## config.mk

```make
export PLATFORM = sky130hd
export DESIGN_NAME = k580vt57_sched_flat
export DESIGN_NICKNAME = d
export VERILOG_FILES = /design/src/rtl/k580vt57_sched_if.sv /design/src/rtl/k580vt57_sched.sv /design/src/flat_wrapper.sv
export SDC_FILE = /design/constraint.sdc
export NUM_CORES = 1
export LEC_CHECK = 0
export CAP_MARGIN = 20
export CORE_MARGIN = 4
export CORE_UTILIZATION = 50
export DETAILED_ROUTE_END_ITERATION = 8
export PLACE_DENSITY = 0.74
export SKIP_LAST_GASP = 1
export SLEW_MARGIN = 20
export SYNTH_ARGS = -nofsm -noshare
export SYNTH_HDL_FRONTEND = slang
export SYNTH_SLANG_ARGS = --single-unit
```

## constraint.sdc

```tcl
create_clock -name clk -period 4.2 [get_ports clk]
set_clock_uncertainty 0.2 [all_clocks]
set_input_delay 0.84 -clock clk [delete_from_list [all_inputs] [get_ports clk]]
set_output_delay 0.84 -clock clk [all_outputs]
set_load 0.005 [all_outputs]
```

## src/rtl/k580vt57_sched_if.sv

```systemverilog
// k580vt57_sched bus bundle: CPU register port, DMA request/acknowledge pairs,
// the hold handshake and the memory cycle outputs.
interface k580vt57_sched_if;
  logic [3:0]  iaddr;
  logic [7:0]  idata;
  logic [7:0]  odata;
  logic        iwe_n;
  logic        ird_n;
  logic [3:0]  drq;
  logic [3:0]  dack;
  logic        hrq;
  logic        hlda;
  logic [15:0] addr;
  logic        aen;
  logic        memr_n;
  logic        memw_n;
  logic        tc;

  modport master (
    input  iaddr, idata, iwe_n, ird_n, drq, hlda,
    output odata, dack, hrq, addr, aen, memr_n, memw_n, tc
  );

  modport slave (
    output iaddr, idata, iwe_n, ird_n, drq, hlda,
    input  odata, dack, hrq, addr, aen, memr_n, memw_n, tc
  );
endinterface

```

## src/rtl/k580vt57_sched.sv

```systemverilog
// Four-channel 8257-style DMA scheduler: hold handshake, fixed/rotating
// priority and a 4-state memory cycle per grant.
module k580vt57_sched (
  input  logic clk,
  input  logic reset_n,
  k580vt57_sched_if.master bus
);

  typedef enum logic [2:0] {
    IDLE, HOLD, S1, S2, S3, S4
  } state_e;

  state_e      state_q, state_d;
  logic [15:0] addr_q [4];
  logic [15:0] addr_d [4];
  logic [15:0] cnt_q [4];
  logic [15:0] cnt_d [4];
  logic [3:0]  en_q, en_d;
  logic        rot_q, rot_d;
  logic        tcs_q, tcs_d;
  logic        auto_q, auto_d;
  logic        ff_q, ff_d;
  logic [3:0]  tcf_q, tcf_d;
  logic [1:0]  prio_q, prio_d;
  logic [1:0]  g_q, g_d;
  logic        upd_q, upd_d;
  logic        we_q, rd_q;

  logic        we_edge, rd_edge;
  logic        chreg, isc, is_stat;
  logic [1:0]  ch;
  logic [3:0]  pend;
  logic [1:0]  pick, base, idx;
  logic        found;
  logic        act, last;
  logic [1:0]  typ;
  logic [15:0] sel;

  assign we_edge = bus.iwe_n & ~we_q;
  assign rd_edge = bus.ird_n & ~rd_q;
  assign chreg   = ~bus.iaddr[3];
  assign isc     = bus.iaddr[0];
  assign ch      = bus.iaddr[2:1];
  assign is_stat = (bus.iaddr == 4'd8);
  assign pend    = bus.drq & en_q;

  // Scan from the rotating pointer, or from ch0 in fixed mode.
  always_comb begin
    pick  = 2'd0;
    found = 1'b0;
    idx   = 2'd0;
    base  = rot_q ? prio_q : 2'd0;
    for (int i = 0; i < 4; i++) begin
      idx = base + 2'(i);
      if (!found && pend[idx]) begin
        pick  = idx;
        found = 1'b1;
      end
    end
  end

  always_comb begin
    state_d = state_q;
    g_d     = g_q;
    unique case (state_q)
      IDLE: if (|pend) state_d = HOLD;
      HOLD: begin
        if (!(|pend)) begin
          state_d = IDLE;
        end else if (bus.hlda) begin
          state_d = S1;
          g_d     = pick;
        end
      end
      S1: state_d = S2;
      S2: state_d = S3;
      S3: state_d = S4;
      S4: begin
        if (bus.hlda && (|pend)) begin
          state_d = S1;
          g_d     = pick;
        end else begin
          state_d = IDLE;
        end
      end
      default: state_d = IDLE;
    endcase
  end

  assign act  = (state_q == S1) || (state_q == S2) || (state_q == S3);
  assign typ  = cnt_q[g_q][15:14];
  assign last = (cnt_q[g_q][13:0] == 14'd0);

  assign bus.hrq    = (state_q != IDLE);
  assign bus.aen    = act;
  assign bus.dack   = act ? (4'b0001 << g_q) : 4'b0000;
  assign bus.addr   = act ? addr_q[g_q] : 16'h0000;
  assign bus.tc     = act && last;
  assign bus.memr_n = !((state_q == S2) && (typ == 2'b10));
  assign bus.memw_n = !((state_q == S2) && (typ == 2'b01));

  always_comb begin
    bus.odata = 8'h00;
    sel       = isc ? cnt_q[ch] : addr_q[ch];
    if (chreg) begin
      bus.odata = ff_q ? sel[15:8] : sel[7:0];
    end else if (is_stat) begin
      bus.odata = {3'b000, upd_q, tcf_q};
    end
  end

  always_comb begin
    for (int i = 0; i < 4; i++) begin
      addr_d[i] = addr_q[i];
      cnt_d[i]  = cnt_q[i];
    end
    en_d   = en_q;
    rot_d  = rot_q;
    tcs_d  = tcs_q;
    auto_d = auto_q;
    ff_d   = ff_q;
    tcf_d  = tcf_q;
    prio_d = prio_q;
    upd_d  = 1'b0;

    if (rd_edge && is_stat) tcf_d = 4'h0;
    if (rd_edge && chreg) ff_d = ~ff_q;

    if (state_q == S3) begin
      prio_d = g_q + 2'd1;
      if (auto_q && (g_q == 2'd2) && last) begin
        addr_d[2] = addr_q[3];
        cnt_d[2]  = cnt_q[3];
        tcf_d[2]  = 1'b1;
        upd_d     = 1'b1;
      end else begin
        addr_d[g_q] = addr_q[g_q] + 16'd1;
        cnt_d[g_q]  = {typ, cnt_q[g_q][13:0] - 14'd1};
        if (last) begin
          tcf_d[g_q] = 1'b1;
          if (tcs_q) en_d[g_q] = 1'b0;
        end
      end
    end

    // A CPU write lands after the cycle update so it takes precedence.
    if (we_edge) begin
      if (chreg) begin
        if (isc) begin
          cnt_d[ch] = ff_q ? {bus.idata, cnt_q[ch][7:0]}
                           : {cnt_q[ch][15:8], bus.idata};
        end else begin
          addr_d[ch] = ff_q ? {bus.idata, addr_q[ch][7:0]}
                            : {addr_q[ch][15:8], bus.idata};
        end
        if (auto_q && ff_q && (ch == 2'd2)) begin
          if (isc) cnt_d[3] = {bus.idata, cnt_q[2][7:0]};
          else     addr_d[3] = {bus.idata, addr_q[2][7:0]};
        end
        ff_d = ~ff_q;
      end else if (is_stat) begin
        en_d   = bus.idata[3:0];
        rot_d  = bus.idata[4];
        tcs_d  = bus.idata[6];
        auto_d = bus.idata[7];
        ff_d   = 1'b0;
      end
    end
  end

  always_ff @(posedge clk or negedge reset_n) begin
    if (!reset_n) begin
      state_q <= IDLE;
      for (int i = 0; i < 4; i++) begin
        addr_q[i] <= '0;
        cnt_q[i]  <= '0;
      end
      en_q   <= '0;
      rot_q  <= 1'b0;
      tcs_q  <= 1'b0;
      auto_q <= 1'b0;
      ff_q   <= 1'b0;
      tcf_q  <= '0;
      prio_q <= '0;
      g_q    <= '0;
      upd_q  <= 1'b0;
      we_q   <= 1'b1;
      rd_q   <= 1'b1;
    end else begin
      state_q <= state_d;
      for (int i = 0; i < 4; i++) begin
        addr_q[i] <= addr_d[i];
        cnt_q[i]  <= cnt_d[i];
      end
      en_q   <= en_d;
      rot_q  <= rot_d;
      tcs_q  <= tcs_d;
      auto_q <= auto_d;
      ff_q   <= ff_d;
      tcf_q  <= tcf_d;
      prio_q <= prio_d;
      g_q    <= g_d;
      upd_q  <= upd_d;
      we_q   <= bus.iwe_n;
      rd_q   <= bus.ird_n;
    end
  end

endmodule

```

## src/flat_wrapper.sv

```systemverilog
// flat-port wrapper written by rule: the top's interface ports become plain ports
module k580vt57_sched_flat 
  (clk, reset_n, bus_iaddr, bus_idata, bus_iwe_n, bus_ird_n, bus_drq, bus_hlda, bus_odata, bus_dack, bus_hrq, bus_addr, bus_aen, bus_memr_n, bus_memw_n, bus_tc);
  k580vt57_sched_if bus_i ();
  input  logic clk;
  input  logic reset_n;
  input wire logic [$bits(bus_i.iaddr)-1:0] bus_iaddr;
  input wire logic [$bits(bus_i.idata)-1:0] bus_idata;
  input wire logic [$bits(bus_i.iwe_n)-1:0] bus_iwe_n;
  input wire logic [$bits(bus_i.ird_n)-1:0] bus_ird_n;
  input wire logic [$bits(bus_i.drq)-1:0] bus_drq;
  input wire logic [$bits(bus_i.hlda)-1:0] bus_hlda;
  output wire logic [$bits(bus_i.odata)-1:0] bus_odata;
  output wire logic [$bits(bus_i.dack)-1:0] bus_dack;
  output wire logic [$bits(bus_i.hrq)-1:0] bus_hrq;
  output wire logic [$bits(bus_i.addr)-1:0] bus_addr;
  output wire logic [$bits(bus_i.aen)-1:0] bus_aen;
  output wire logic [$bits(bus_i.memr_n)-1:0] bus_memr_n;
  output wire logic [$bits(bus_i.memw_n)-1:0] bus_memw_n;
  output wire logic [$bits(bus_i.tc)-1:0] bus_tc;
  assign bus_i.iaddr = bus_iaddr;
  assign bus_i.idata = bus_idata;
  assign bus_i.iwe_n = bus_iwe_n;
  assign bus_i.ird_n = bus_ird_n;
  assign bus_i.drq = bus_drq;
  assign bus_i.hlda = bus_hlda;
  assign bus_odata = bus_i.odata;
  assign bus_dack = bus_i.dack;
  assign bus_hrq = bus_i.hrq;
  assign bus_addr = bus_i.addr;
  assign bus_aen = bus_i.aen;
  assign bus_memr_n = bus_i.memr_n;
  assign bus_memw_n = bus_i.memw_n;
  assign bus_tc = bus_i.tc;
  k580vt57_sched u_core (.clk(clk), .reset_n(reset_n), .bus(bus_i));
endmodule
```

==> run_1/pinout.png <==
Scale bar: 50 um. Pins as bars across the die edge, other pins in grey.
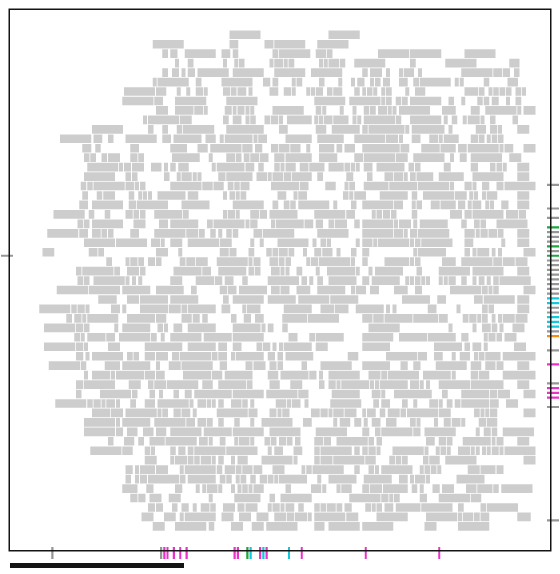
[magenta] bus_addr | pins: 16 | direction: output | edge: 12 south, 4 east
[orange] bus_iwe_n | pins: 1 | direction: input | edge: east
[cyan] bus_odata | pins: 8 | direction: output | edge: 5 east, 3 south
[green] bus_dack | pins: 4 | direction: output | edge: 3 east, 1 south
all pins by edge: 35 east, 18 south, 1 west
Die H: 155 um
port bufs: 53
Die W: 155 um

==> run_1/placed.png <==
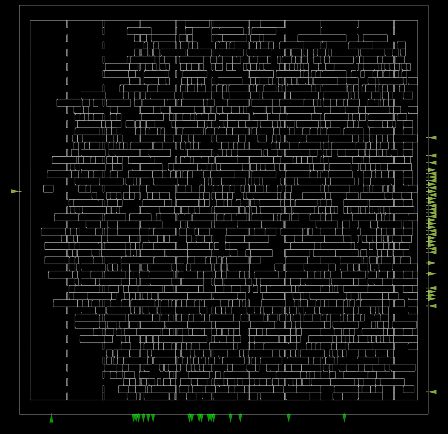
Rows: 53
Seq/total area: 30.0%

==> run_1/closeup.png <==
Window x 107 to 127, y 107 to 127 um. Cells in grey, sequential cells in the stronger grey; small squares are vias.
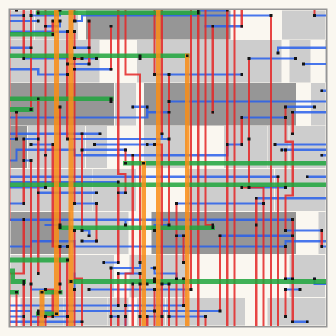
[green] M3
[blue] M1
[red] M2
[orange] M4
most frequent: buf_4 (5)
netlist names of flops here include: u_core.cnt_q (2), u_core.g_q (2)
sequential cells in the window: 4
cells with their middle in the window: 33

==> run_1/util_map.png <==
16 x 16 tiles, from white (low) to dark blue (high), 0 to 100% covered.
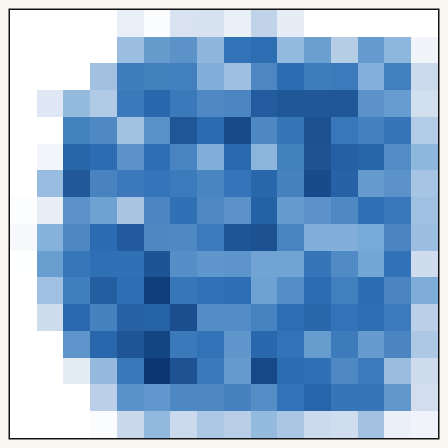
tiles over 75% full: 19%
nearly empty tiles: 14%
fullest tile: 97%
mean over tiles: 51%
emptiest ninth of the die: north-west
Final Core Density: 59.1%
FP Core Util: 51.2%
Core Footprint: 21,200 um^2

==> run 1: stage by stage <==
step | setup WS [ns] | area, um^2 | std cells
after floorplan | 0.641 | 10900 | 1166
after global routing | 0.0163 | 12500 | 1497
final | 0.127 | 12500 | 1497
after global placement | 0.244 | 11800 | 1461
after CTS | 0.0196 | 12500 | 1497
after detailed placement | 0.233 | 11800 | 1461
==> run 1: Yosys cell counts (all sizes together) (16+ instances only) <==
| library cell | instances | share of area, % |
|---|---|---|
| o21ai | 81 | 3.7 |
| o211ai | 24 | 1.7 |
| mux2i | 30 | 2.8 |
| o22ai | 16 | 0.92 |
| and2 | 23 | 1.3 |
| nor2 | 118 | 4.1 |
| dfrtp | 148 | 34 |
| nand3 | 100 | 4.8 |
| inv | 17 | 0.59 |
| mux4 | 72 | 15 |
| clkbuf | 58 | 2.0 |
| a21oi | 73 | 3.4 |
| nand2 | 126 | 4.4 |
| a31oi | 40 | 2.3 |
| buf | 34 | 2.1 |
==> run 1: cells by family (layout without fill, tap and decap cells) <==
kind of cell | count (synthesis) | in the layout | share of synthesized area [%]
and+or+nand+nor | 447 | 447 | 20.5
AOI/OAI and AO/OA | 316 | 316 | 18.7
DFF | 150 | 150 | 34.6
muxes | 110 | 110 | 18.5
buffers and inverters | 110 | 166 | 4.72
xor gates and xnor gates | 26 | 26 | 2.10
adders and majority gates | 7 | 7 | 0.807
==> run 1: routing by layer <==
metal | vias up | GRT usage [%]
met5 | - | 0
met1 | 5081 | 45.9
met3 | 246 | 9.01
li1 | 4488 | -
met4 | 0 | 17.5
met2 | 980 | 53.0
==> run 1: power breakdown <==
group	internal (mW)	total (mW)	switching [mW]
combinational	2.10	4.78	2.68
sequential	2.07	2.96	0.890
clock	1.09	1.76	0.669
total	5.25	9.50	4.24
==> run 1: final cells by class <==
| type | instances | area [um^2] | share of cell area [%] |
|---|---|---|---|
| inverters | 18 | 67.6 | 0.539 |
| flip-flops and latches | 150 | 3760 | 30.0 |
| clock buffers | 21 | 460 | 3.67 |
| repair buffers | 116 | 1090 | 8.73 |
| clock inverters | 11 | 196 | 1.57 |
| well taps | 275 | 344 | 2.74 |
| multi-input cells | 906 | 6620 | 52.7 |
==> run 1: critical path, cell delays in order (launching register included) <==
cell and delay (ns):
dfrtp_4 0.50, buf_4 0.21, mux4_2 0.60, nor4_4 0.34
nand4_2 0.22, a21oi_1 0.20, clkdlybuf4s50_1 0.52
==> run 1: layout by cell type (no fill, tap or decap), drive strengths merged, types with 30 or more instances in the layout <==
cell / count
a21oi: 73
a31oi: 40
buf: 66
clkdlybuf4s50: 50
dfrtp: 148
mux2i: 30
mux4: 72
nand2: 126
nand3: 100
nor2: 118
o21ai: 81
==> run 1: state kept, by name (all words and copies together) (netlist names) <==
signal,flops
u_core.addr_q,64
u_core.cnt_q,64
u_core.en_q,4
u_core.tcf_q,4
u_core.state_q,3
u_core.g_q,2
u_core.prio_q,2
u_core.auto_q,1
u_core.ff_q,1
u_core.rd_q,1
u_core.rot_q,1
u_core.tcs_q,1
u_core.upd_q,1
u_core.we_q,1
==> impl_metrics.json, run 1 <==
{
  "outcome": "completed",
  "syn-num-nets": 1194,
  "min_path_type": "primary input to async pin",
  "syn_inst": 1166,
  "r2r_start": "u_core.g_q[0]",
  "grt-ovfl-total": 0,
  "crit_end": "bus_tc",
  "hold_buffers": 0,
  "syn_area_um2": 10900,
  "synth.distinct_cells": 73,
  "wl_met3_mm": 5.31,
  "ios": 54,
  "syn_avg_cell_area_um2": 9.31,
  "power.total_mw": 9.50,
  "max-vdd-ir-drop_mv": 0.302,
  "fmax_mhz": 246,
  "finalMaxSlewViolations": 0,
  "r2r-end": "u_core.cnt_q[54]",
  "seq_area_frac_synth_pct": 34.6,
  "fillers": 1808,
  "grt_max_degree": 77,
  "yosysWarnings": 0,
  "dr_wl_met2_mm": 18.4,
  "n_antenna_cell": 0,
  "drc": 0,
  "r2r_slack_ns": 0.63,
  "cap_violations": 0,
  "crit_path_end_kind": "primary output",
  "cp-start-kind": "register",
  "tns_ns": 0,
  "routedWlPerCell_um": 27.9,
  "cts_tree": "done",
  "cts_resized": 1,
  "required_ns": 3.16,
  "grt_first_pass_wirelength_mm": 63.7,
  "dr.first_iter.drc_count": 1654,
  "grt_usage_pct": 34.7,
  "vias_per_cell": 7.21,
  "clock_latency_ns": 0.44,
  "timing.final.hold_violations": 0,
  "clkTransAtPathRegs_ns": 0.07,
  "ys_area_um2": 10900,
  "r2r_cells": 9
}
==> run_1/sizing.png <==
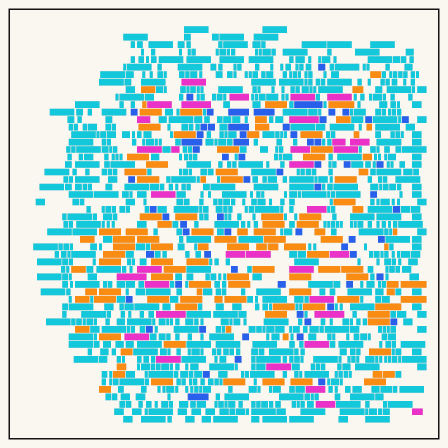

==> run 2, diff against run 1 <==
--- a/config.mk
+++ b/config.mk
@@ -6,10 +6,12 @@
 export NUM_CORES = 1
 export LEC_CHECK = 0
 export CAP_MARGIN = 20
+export CELL_PAD_IN_SITES_DETAIL_PLACEMENT = 2
+export CELL_PAD_IN_SITES_GLOBAL_PLACEMENT = 2
 export CORE_MARGIN = 4
-export CORE_UTILIZATION = 50
+export CORE_UTILIZATION = 39
 export DETAILED_ROUTE_END_ITERATION = 8
-export PLACE_DENSITY = 0.74
+export PLACE_DENSITY = 0.87
 export SKIP_LAST_GASP = 1
 export SLEW_MARGIN = 20
 export SYNTH_ARGS = -nofsm -noshare
==> run_2/sizing.png <==
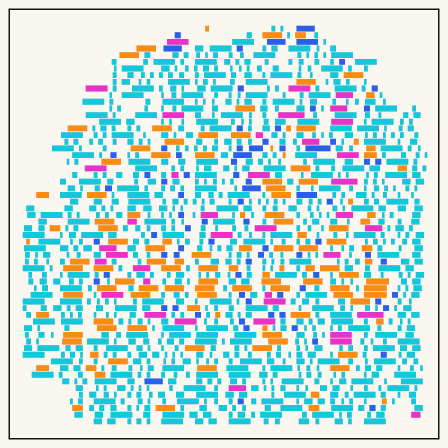
[cyan] x1 and smaller | cells: 1,001 | share: 81% | most used: dfrtp_1
[orange] x2 | cells: 116 | share: 9.4% | most used: mux4_2
[blue] x3 and x4 | cells: 78 | share: 6.3% | most used: buf_4
[magenta] x6 and larger | cells: 38 | share: 3.1% | most used: clkbuf_16
final instance area: 12,800 um^2
Non-clk bufs: 127

==> run 2 against run 1 <==
Against the previous run: the run now ends with negative setup slack left; global-route usage is 4.0 points higher; non-clock buffer count up 11; flip-flop count unchanged; sequential power rose by 6%; highest routed layer unchanged; maximum frequency is 4.5% lower.
==> impl_metrics.json, run 2 <==
{
  "r2r_slack_ns": 0.22,
  "most_common_cell": "dfrtp_1",
  "violations": "negative setup slack",
  "cap_violations": 0,
  "tns_ns": -0.176,
  "setup_viol": 4,
  "clock_power_share_pct": 16.7,
  "grt-ovfl-total": 0,
  "crit_path_end_kind": "primary output",
  "fmax_mhz": 234,
  "required_ns": 3.16,
  "topCellsByArea": "dfrtp_1 34%, mux4_2 15%, nand3_1 4.4%, nand2_1 4.3%, nor2_1 4.0%",
  "syn_inst": 1166,
  "drc": 0,
  "cp-start-kind": "primary input",
  "cpPeakStageDelay_ns": 0.67,
  "crit_end": "bus_odata[1]",
  "power.total_mw": 10.5,
  "yosysTopAreaCell": "dfrtp_1",
  "p_int_mw": 5.22,
  "critical_path.cell_chain": "clkdlybuf4s50_1 > nor3_1 > and2_1 > buf_4 > nand2_1 > o21ai_0 > clkdlybuf4s50_1",
  "post-place-ws_ns": 0.118,
  "setup_slack_ns": -0.0648,
  "synth.distinct_cells": 73,
  "r2r_start": "u_core.g_q[0]",
  "grt_max_degree": 73,
  "outcome": "finished with violations",
  "min_path_type": "primary input to async pin",
  "p_seq_share_pct": 29.8,
  "top_cells_by_count": "148 x dfrtp_1, 125 x nand2_1, 117 x nor2_1, 96 x nand3_1, 73 x a21oi_1",
  "yosysWarnings": 0,
  "syn_avg_cell_area_um2": 9.31,
  "largest_registers": "u_core.addr_q (64), u_core.cnt_q (64)"
}
==> run_2/pinout.png <==
Scale bar: 50 um. Pins as bars across the die edge, other pins in grey.
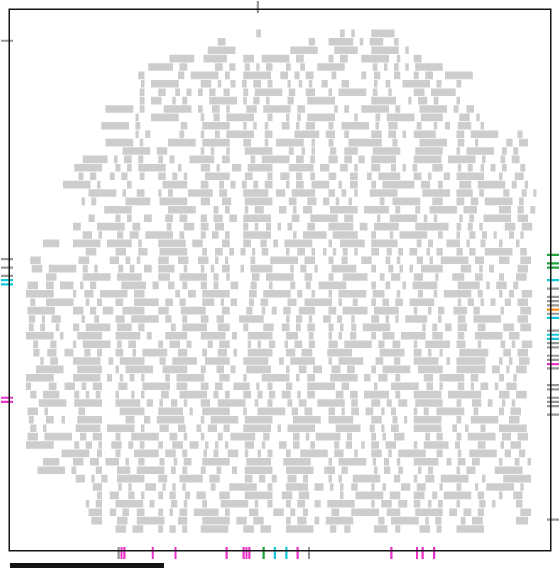
[cyan] bus_odata | pins: 8 | direction: output | edge: 4 east, 2 south, 2 west
[orange] bus_iwe_n | pins: 1 | direction: input | edge: east
[magenta] bus_addr | pins: 16 | direction: output | edge: 13 south, 2 west, 1 east
[green] bus_dack | pins: 4 | direction: output | edge: 3 east, 1 south
all pins by edge: 27 east, 18 south, 8 west, 1 north
Die H: 175 um
Die W: 175 um

run 2: how the worst min path moves through the flow:
stage	slack [ns]	depth (start not counted)	endpoint
after global placement	0.28	2	u_core.tcf_q[2]
after CTS	0.19	1	u_core.addr_q[50]
after global routing	0.22	1	u_core.addr_q[0]
after detailed placement	0.30	2	u_core.tcf_q[1]
after floorplan	0.25	2	u_core.tcf_q[0]
final	0.18	1	u_core.addr_q[50]
run 2: layer usage:
layer	part of all wire, %	wire length [um]	up-vias	global-route usage [%]
met1	34	20600	6073	45.0
met3	11	6870	393	11.8
met2	45	27400	1101	61.3
met5	0	0	-	0
met4	9.1	5490	0	26.9
li1	-	-	4504	-
run 2: cells by family (layout without fill, tap and decap cells):
logic type / after synthesis / count (layout) / share of synthesized area (%)
simple gates: 447 / 447 / 20.5
compound gates: 316 / 316 / 18.7
flops: 150 / 150 / 34.6
mux: 110 / 110 / 18.5
buf+inv: 110 / 177 / 4.72
xor+xnor: 26 / 26 / 2.10
fa+ha+maj: 7 / 7 / 0.807
run 2: cell type report:
class | instances | area [um^2] | area share, %
multi-input combinational | 906 | 6650 | 52.0
sequential | 150 | 3760 | 29.4
timing repair buffer | 127 | 1220 | 9.57
tap | 372 | 465 | 3.64
clock buffer | 19 | 443 | 3.46
clock inverter | 13 | 171 | 1.34
inverter | 18 | 67.6 | 0.528
run 2: per-stage QoR:
step	cell area, um^2	hold WS, ns	instances	utilization (%)
after floorplan	10900	0.250	1166	-
after global placement	11900	0.276	1555	44.0
after detailed placement	11900	0.301	1555	44.0
after CTS	12700	0.188	1595	46.6
after global routing	12800	0.218	1605	47.0
final	12800	0.181	1605	47.0
run 2: timing repair:
item	CTS	global route
pin swaps	3	1
gates resized	7	3
buffers inserted	8	9
gates cloned	0	1
hold buffers	0	0
setup endpoints to repair	1	2
run 2: critical path: cells and delay by family:
family	cells	cell delay, ns
compound gates	1	0.10
buf+inv	3	1.40
simple gates	3	0.87
run 2: power by group through the flow:
stage | registers (mW) | logic, mW | clock network, mW
floorplan | 2.47 | 3.38 | 0
global placement | 2.94 | 4.59 | 0
detailed placement | 2.98 | 4.90 | 0
CTS | 3.01 | 5.31 | 1.74
global route | 3.11 | 5.85 | 1.80
finish | 3.13 | 5.61 | 1.75
Power and IR drop assume default switching activity.
